Figure 1. Logic cells by family (run 1).
Bar = 50 µm.
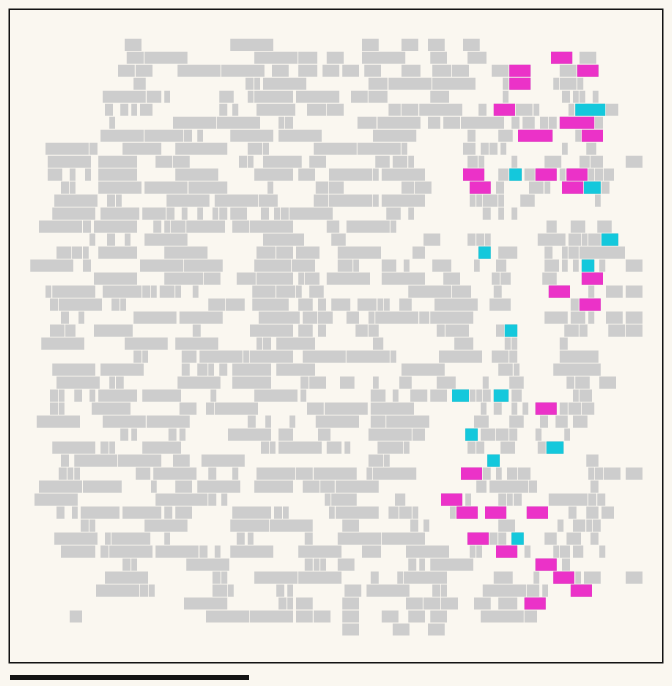
Figure 2. Sequential cells colored by netlist name (run 1).
Bar = 50 µm. Other sequential cells in the stronger gray, the rest of the logic in the fainter gray.
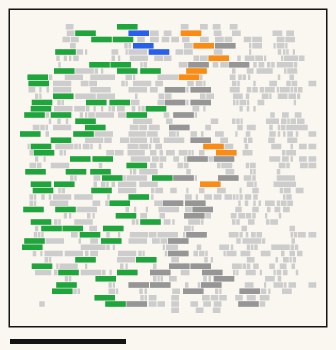
Figure 3. Routing congestion (run 1).
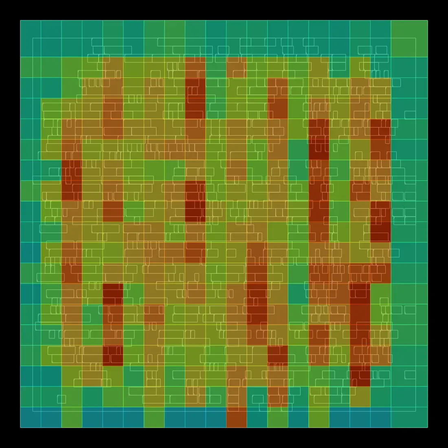
[src/rtl/reg_alu_pkg.sv]
// Shared constants for the register-file ALU pipeline: op encodings and width defaults.
package reg_alu_pkg;

    localparam int DATA_W_DEF = 8;
    localparam int ADDR_W_DEF = 3;

    typedef enum logic [2:0] {
        OP_ADD = 3'b000,
        OP_SUB = 3'b001,
        OP_AND = 3'b010,
        OP_OR  = 3'b011,
        OP_XOR = 3'b100,
        OP_ADC = 3'b101,
        OP_SHL = 3'b110,
        OP_SHR = 3'b111
    } op_t;

endpackage

[src/rtl/reg_alu_pipe_if.sv]
// Instruction and result handshake bundle between an issuer (master) and reg_alu_pipe (slave).
interface reg_alu_pipe_if import reg_alu_pkg::*; #(
    parameter int DATA_W = DATA_W_DEF,
    parameter int ADDR_W = ADDR_W_DEF
);
    logic              in_valid;
    logic              in_ready;
    logic              sel;
    logic [2:0]        op;
    logic              wr_en;
    logic [ADDR_W-1:0] rd_addr_a;
    logic [ADDR_W-1:0] rd_addr_b;
    logic [ADDR_W-1:0] wr_addr;
    logic [DATA_W-1:0] d_in;
    logic [DATA_W-1:0] d_out_a;
    logic [DATA_W-1:0] d_out_b;
    logic              res_valid;
    logic [DATA_W-1:0] res_data;
    logic              res_ready;
    logic              cout;
    logic              zero;

    modport master (
        output in_valid, sel, op, wr_en, rd_addr_a, rd_addr_b, wr_addr, d_in, res_ready,
        input  in_ready, d_out_a, d_out_b, res_valid, res_data, cout, zero
    );

    modport slave (
        input  in_valid, sel, op, wr_en, rd_addr_a, rd_addr_b, wr_addr, d_in, res_ready,
        output in_ready, d_out_a, d_out_b, res_valid, res_data, cout, zero
    );

endinterface

[src/rtl/reg_alu_pipe_alu.sv]
// Combinational ALU: DATA_W-bit result plus carry taken from bit DATA_W of the widened sum.
module alu_core_p import reg_alu_pkg::*; #(
    parameter int DATA_W = DATA_W_DEF
) (
    input  op_t               op,
    input  logic [DATA_W-1:0] a,
    input  logic [DATA_W-1:0] b,
    input  logic              cin,
    output logic [DATA_W-1:0] y,
    output logic              co
);
    localparam logic [DATA_W:0] ONE = {{DATA_W{1'b0}}, 1'b1};

    logic [DATA_W:0] sum;

    always_comb begin
        sum = '0;
        y   = '0;
        co  = 1'b0;
        case (op)
            OP_ADD: begin
                sum = {1'b0, a} + {1'b0, b};
                y   = sum[DATA_W-1:0];
                co  = sum[DATA_W];
            end
            // carry out of a + ~b + 1 is the inverted borrow
            OP_SUB: begin
                sum = {1'b0, a} + {1'b0, ~b} + ONE;
                y   = sum[DATA_W-1:0];
                co  = sum[DATA_W];
            end
            OP_AND: y = a & b;
            OP_OR:  y = a | b;
            OP_XOR: y = a ^ b;
            OP_ADC: begin
                sum = {1'b0, a} + {1'b0, b} + {{DATA_W{1'b0}}, cin};
                y   = sum[DATA_W-1:0];
                co  = sum[DATA_W];
            end
            OP_SHL: begin
                y  = {a[DATA_W-2:0], 1'b0};
                co = a[DATA_W-1];
            end
            OP_SHR: begin
                y  = {1'b0, a[DATA_W-1:1]};
                co = a[0];
            end
            default: begin
                y  = '0;
                co = 1'b0;
            end
        endcase
    end

endmodule

[src/rtl/reg_alu_pipe.sv]
// Two-stage register-file ALU: read/accept into EX, then execute and write back with
// same-edge forwarding and a result handshake that back-pressures the whole pipe.
module reg_alu_pipe import reg_alu_pkg::*; #(
    parameter int DATA_W = DATA_W_DEF,
    parameter int ADDR_W = ADDR_W_DEF
) (
    input logic           clk,
    input logic           reset,
    reg_alu_pipe_if.slave bus
);
    localparam int DEPTH = 2 ** ADDR_W;

    logic [DATA_W-1:0] regs [DEPTH];

    logic              vld_p1;
    op_t               op_p1;
    logic              sel_p1;
    logic              wr_en_p1;
    logic [ADDR_W-1:0] wr_addr_p1;
    logic [DATA_W-1:0] d_in_p1;
    logic [DATA_W-1:0] a_p1;
    logic [DATA_W-1:0] b_p1;

    logic              vld_p2;
    logic [DATA_W-1:0] res_data_p2;
    logic              cout_p2;
    logic              zero_p2;

    logic              stall;
    logic              accept;
    logic              advance;
    logic              fwd_a;
    logic              fwd_b;
    logic [DATA_W-1:0] alu_y;
    logic              alu_co;
    logic [DATA_W-1:0] result;

    assign stall   = vld_p2 && !bus.res_ready;
    assign accept  = bus.in_valid && !stall;
    assign advance = vld_p1 && !stall;

    alu_core_p #(.DATA_W(DATA_W)) u_alu (
        .op  (op_p1),
        .a   (a_p1),
        .b   (b_p1),
        .cin (cout_p2),
        .y   (alu_y),
        .co  (alu_co)
    );

    assign result = sel_p1 ? alu_y : d_in_p1;

    // An operand whose source is being written on this same edge takes the EX result.
    assign fwd_a = advance && wr_en_p1 && (bus.rd_addr_a == wr_addr_p1);
    assign fwd_b = advance && wr_en_p1 && (bus.rd_addr_b == wr_addr_p1);

    always_ff @(posedge clk or negedge reset) begin
        if (!reset) begin
            for (int i = 0; i < DEPTH; i++) regs[i] <= '0;
        end else if (advance && wr_en_p1) begin
            regs[wr_addr_p1] <= result;
        end
    end

    // p0 -> p1: accept and read operands into EX
    always_ff @(posedge clk or negedge reset) begin
        if (!reset) begin
            vld_p1     <= 1'b0;
            op_p1      <= OP_ADD;
            sel_p1     <= 1'b0;
            wr_en_p1   <= 1'b0;
            wr_addr_p1 <= '0;
            d_in_p1    <= '0;
            a_p1       <= '0;
            b_p1       <= '0;
        end else if (accept) begin
            vld_p1     <= 1'b1;
            op_p1      <= op_t'(bus.op);
            sel_p1     <= bus.sel;
            wr_en_p1   <= bus.wr_en;
            wr_addr_p1 <= bus.wr_addr;
            d_in_p1    <= bus.d_in;
            a_p1       <= fwd_a ? result : regs[bus.rd_addr_a];
            b_p1       <= fwd_b ? result : regs[bus.rd_addr_b];
        end else if (advance) begin
            vld_p1     <= 1'b0;
        end
    end

    // p1 -> p2: execute, register result and flags
    always_ff @(posedge clk or negedge reset) begin
        if (!reset) begin
            vld_p2      <= 1'b0;
            res_data_p2 <= '0;
            cout_p2     <= 1'b0;
            zero_p2     <= 1'b0;
        end else if (advance) begin
            vld_p2      <= 1'b1;
            res_data_p2 <= result;
            zero_p2     <= (result == '0);
            if (sel_p1) cout_p2 <= alu_co;
        end else if (bus.res_ready) begin
            vld_p2      <= 1'b0;
        end
    end

    assign bus.in_ready  = !stall;
    assign bus.d_out_a   = a_p1;
    assign bus.d_out_b   = b_p1;
    assign bus.res_valid = vld_p2;
    assign bus.res_data  = res_data_p2;
    assign bus.cout      = cout_p2;
    assign bus.zero      = zero_p2;

endmodule

[src/flat_wrapper.sv]
// flat-port wrapper written by rule: the top's interface ports become plain ports
module reg_alu_pipe_flat import reg_alu_pkg::*;
#(
    parameter int DATA_W = DATA_W_DEF,
    parameter int ADDR_W = ADDR_W_DEF
)
  (clk, reset, bus_in_valid, bus_sel, bus_op, bus_wr_en, bus_rd_addr_a, bus_rd_addr_b, bus_wr_addr, bus_d_in, bus_res_ready, bus_in_ready, bus_d_out_a, bus_d_out_b, bus_res_valid, bus_res_data, bus_cout, bus_zero);
  reg_alu_pipe_if #(.DATA_W(DATA_W), .ADDR_W(ADDR_W)) bus_i ();
  input logic clk;
  input logic reset;
  input wire logic [$bits(bus_i.in_valid)-1:0] bus_in_valid;
  input wire logic [$bits(bus_i.sel)-1:0] bus_sel;
  input wire logic [$bits(bus_i.op)-1:0] bus_op;
  input wire logic [$bits(bus_i.wr_en)-1:0] bus_wr_en;
  input wire logic [$bits(bus_i.rd_addr_a)-1:0] bus_rd_addr_a;
  input wire logic [$bits(bus_i.rd_addr_b)-1:0] bus_rd_addr_b;
  input wire logic [$bits(bus_i.wr_addr)-1:0] bus_wr_addr;
  input wire logic [$bits(bus_i.d_in)-1:0] bus_d_in;
  input wire logic [$bits(bus_i.res_ready)-1:0] bus_res_ready;
  output wire logic [$bits(bus_i.in_ready)-1:0] bus_in_ready;
  output wire logic [$bits(bus_i.d_out_a)-1:0] bus_d_out_a;
  output wire logic [$bits(bus_i.d_out_b)-1:0] bus_d_out_b;
  output wire logic [$bits(bus_i.res_valid)-1:0] bus_res_valid;
  output wire logic [$bits(bus_i.res_data)-1:0] bus_res_data;
  output wire logic [$bits(bus_i.cout)-1:0] bus_cout;
  output wire logic [$bits(bus_i.zero)-1:0] bus_zero;
  assign bus_i.in_valid = bus_in_valid;
  assign bus_i.sel = bus_sel;
  assign bus_i.op = bus_op;
  assign bus_i.wr_en = bus_wr_en;
  assign bus_i.rd_addr_a = bus_rd_addr_a;
  assign bus_i.rd_addr_b = bus_rd_addr_b;
  assign bus_i.wr_addr = bus_wr_addr;
  assign bus_i.d_in = bus_d_in;
  assign bus_i.res_ready = bus_res_ready;
  assign bus_in_ready = bus_i.in_ready;
  assign bus_d_out_a = bus_i.d_out_a;
  assign bus_d_out_b = bus_i.d_out_b;
  assign bus_res_valid = bus_i.res_valid;
  assign bus_res_data = bus_i.res_data;
  assign bus_cout = bus_i.cout;
  assign bus_zero = bus_i.zero;
  reg_alu_pipe #(.DATA_W(DATA_W), .ADDR_W(ADDR_W)) u_core (.clk(clk), .reset(reset), .bus(bus_i));
endmodule
[config.mk]
export PLATFORM = sky130hd
export DESIGN_NAME = reg_alu_pipe_flat
export DESIGN_NICKNAME = d
export VERILOG_FILES = /design/src/rtl/reg_alu_pkg.sv /design/src/rtl/reg_alu_pipe_if.sv /design/src/rtl/reg_alu_pipe_alu.sv /design/src/rtl/reg_alu_pipe.sv /design/src/flat_wrapper.sv
export SDC_FILE = /design/constraint.sdc
export NUM_CORES = 1
export LEC_CHECK = 0
export ABC_CLOCK_PERIOD_IN_PS = 6650
export CAP_MARGIN = 30
export CELL_PAD_IN_SITES_DETAIL_PLACEMENT = 0
export CELL_PAD_IN_SITES_GLOBAL_PLACEMENT = 2
export CORE_MARGIN = 4
export CORE_UTILIZATION = 42
export DETAILED_ROUTE_END_ITERATION = 8
export PLACE_DENSITY_LB_ADDON = 0.15
export SLEW_MARGIN = 15
export SYNTH_ARGS = -nofsm -noshare
export SYNTH_HDL_FRONTEND = slang
export SYNTH_HIERARCHICAL = 1
export SYNTH_SLANG_ARGS = --single-unit
[constraint.sdc]
create_clock -name clk -period 6.65 [get_ports clk]
set_input_delay 1.995 -clock clk [delete_from_list [all_inputs] [get_ports clk]]
set_output_delay 1.995 -clock clk [all_outputs]
set_load 0.02 [all_outputs]
==> run summary, run 1 <==
run metrics: Power Dens Cells 473 mW/mm², Seq pwr share around a third, dominant logic cell types in the final layout dfrtp_1, nand2_1, a21oi_1, nor2_1, clkdlybuf4s50_1, Critical Path Slowest Stage Cell clkdlybuf4s50_1, ClkCell Share 3.97%, initial core utilization 43.2%, Syn-to-layout area delta 14.0%, placement-stage cell area 0.00753 mm², ratio of cells with drive above 1 in the final layout 18.6%, Die W roughly 140 µm, setup tns final 0 ns, status complete, no violations, Switching Fraction 42.5%, clk sinks 108, post-synth top area cell dfrtp_1, hold_ws 0.490 ns, Fin. Hold Viols 0, Clock Power Share 15.2%, Top-area cell share 39.0%, Hold Path Sink u_core/bus.res_data[4], PortBufs 53, Max-Cap Viols 0, Top reg by flops u_core/regs, first-pass GRT wire length 30,000 µm, HP Start u_core/bus.res_data[4], RePlAce Congestion around 0.83, most frequent cell after synthesis dfrtp_1, sequential share of cell area 34.2%, GRT Util Overall about a fifth, GR Util met1 27.1%, critical-path cell list clkdlybuf4s50_1 > nor2b_4 > inv_2 > clkdlybuf4s50_1, hold depth 2, synth warn 6, Post-synth regs 108, reg-to-reg slack, setup roughly 3.0 ns, Met1 Wirelength 7800 µm, Gate Area 0.00381 mm², Seq. pwr 1.19 mW, initial antenna violation count 0, CP endpoint kind output pin, Data arrival, critical path 3.65 ns, cell chosen for the clock root clkbuf_16, Final Cell Area 0.00791 mm², Syn Area/Cell 10.6 µm², Worst-path clk slew approximately 0.070 ns, aoi share 15.4%
Back to the opening pictures, Figure 1:
AND-OR and OR-AND gates: marked cyan, cells 13, most used a21o_1, where right middle. adder and majority cells: marked magenta, cells 28, most used ha_1.
most numerous logic cell after layout: dfrtp_1
post-route insts no fill: 903
combinational share of cell area: 48.2%

Back to the opening pictures, Figure 2:
u_core/wr_addr_p1: marked blue, sequential cells 3. u_core/d_in_p1: marked orange, sequential cells 8. u_core/regs: marked green, sequential cells 64.
Another 33 sequential cells are not colored.

Back to the opening pictures, Figure 3:
GRT Max-Usage Layer: met2
routing usage on met2: 35.7%

Figure 4. Drive-strength map (run 1).
Bar = 50 µm.
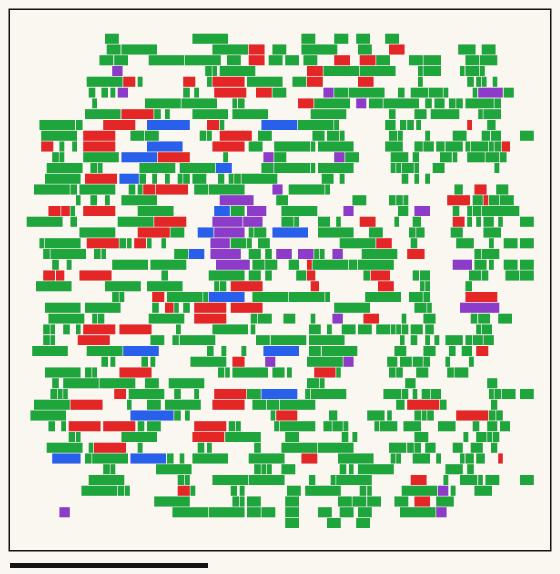

==> run 2, diff against run 1 <==
--- a/config.mk
+++ b/config.mk
@@ -5,12 +5,12 @@
 export SDC_FILE = /design/constraint.sdc
 export NUM_CORES = 1
 export LEC_CHECK = 0
-export ABC_CLOCK_PERIOD_IN_PS = 6650
+export ABC_CLOCK_PERIOD_IN_PS = 5600
 export CAP_MARGIN = 30
 export CELL_PAD_IN_SITES_DETAIL_PLACEMENT = 0
 export CELL_PAD_IN_SITES_GLOBAL_PLACEMENT = 2
 export CORE_MARGIN = 4
-export CORE_UTILIZATION = 42
+export CORE_UTILIZATION = 39
 export DETAILED_ROUTE_END_ITERATION = 8
 export PLACE_DENSITY_LB_ADDON = 0.15
 export SLEW_MARGIN = 15
==> constraint.sdc (replaced) <==
create_clock -name clk -period 5.6 [get_ports clk]
set_input_delay 1.68 -clock clk [delete_from_list [all_inputs] [get_ports clk]]
set_output_delay 1.68 -clock clk [all_outputs]
set_load 0.02 [all_outputs]
Figure 5. Drive-strength map (run 2).
Bar = 50 µm.
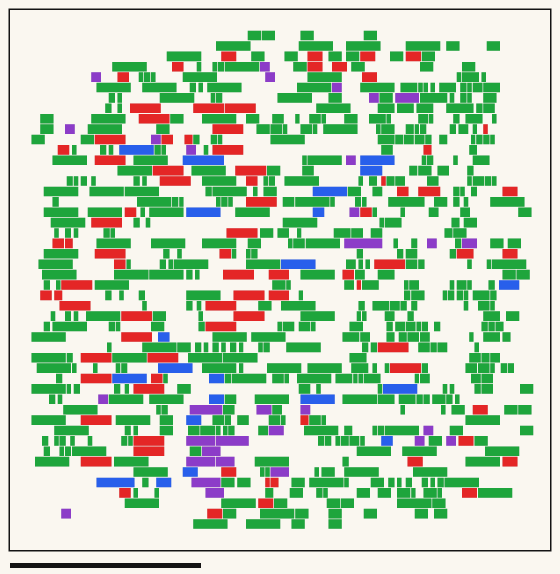
drive 3 to 4: marked purple, cells 31, most used buf_4. drive 6 and up: marked blue, cells 21, most used clkbuf_16. drive 1 or less: marked green, cells 561, most used dfrtp_1. drive 2: marked red, cells 81, most used mux4_2.
Repair and plain buffers: 75
Syn-to-layout area delta: 14.9%
Final Cell Area: 0.00796 mm²
final worst slack: 0.643 ns

Figure 6. Placement by cell class (run 2).
Bar = 50 µm.
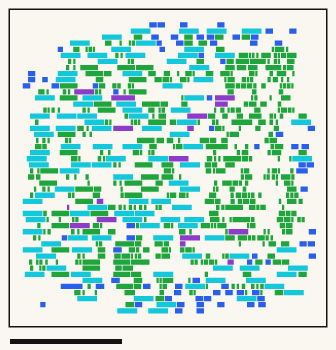
clock drivers and dummy loads: marked purple, cells 16, share of their area 4.0%. all other logic: marked green, cells 495, share of their area 51%. other buffers and delay cells: marked blue, cells 75, share of their area 9.6%. flip-flops: marked cyan, cells 108, share of their area 35%.

==> run summary, run 2 <==
run metrics: post-synth top area cell dfrtp_1, Seq. pwr 1.43 mW (+20%), Worst-path clk slew 0.07 ns (about the same), clk sinks 108 (unchanged), most frequent cell after synthesis dfrtp_1, routing usage on met2 34.6% (-1.0 points), most numerous logic cell after layout dfrtp_1, CP endpoint kind output pin, Clock Power Share 15.1% (about the same), HP Start u_core/bus.res_data[4], cell chosen for the clock root clkbuf_16, reg-to-reg slack, setup 1.85 ns (-1.11 ns), Seq pwr share 32.0% (+0.2 points), sequential share of cell area 33.9% (-0.25 points), Syn Area/Cell 10.6 µm² (unchanged), Max-Cap Viols 0 (unchanged), Hold Path Sink u_core/bus.res_data[4], hold_ws 0.489 ns (-0.00114 ns), Met1 Wirelength 8220 µm (+5.4%), Post-synth regs 108 (unchanged), first-pass GRT wire length 30,900 µm (+3.0%), critical-path cell list clkdlybuf4s50_1 > nor2b_4 > inv_2 > clkdlybuf4s50_1, GR Util met1 26.2% (-0.90 points), Top reg by flops u_core/regs, status complete, no violations, hold depth 2 (unchanged), Power Dens Cells 559 mW/mm² (+18%), GRT Max-Usage Layer met2, placement-stage cell area 0.00758 mm² (+0.76%), initial antenna violation count 0 (unchanged), ratio of cells with drive above 1 in the final layout 19.2% (+0.53 points), synth warn 6 (unchanged), Fin. Hold Viols 0 (unchanged), ClkCell Share 3.88% (-0.092 points)
Power and IR drop assume default switching activity.
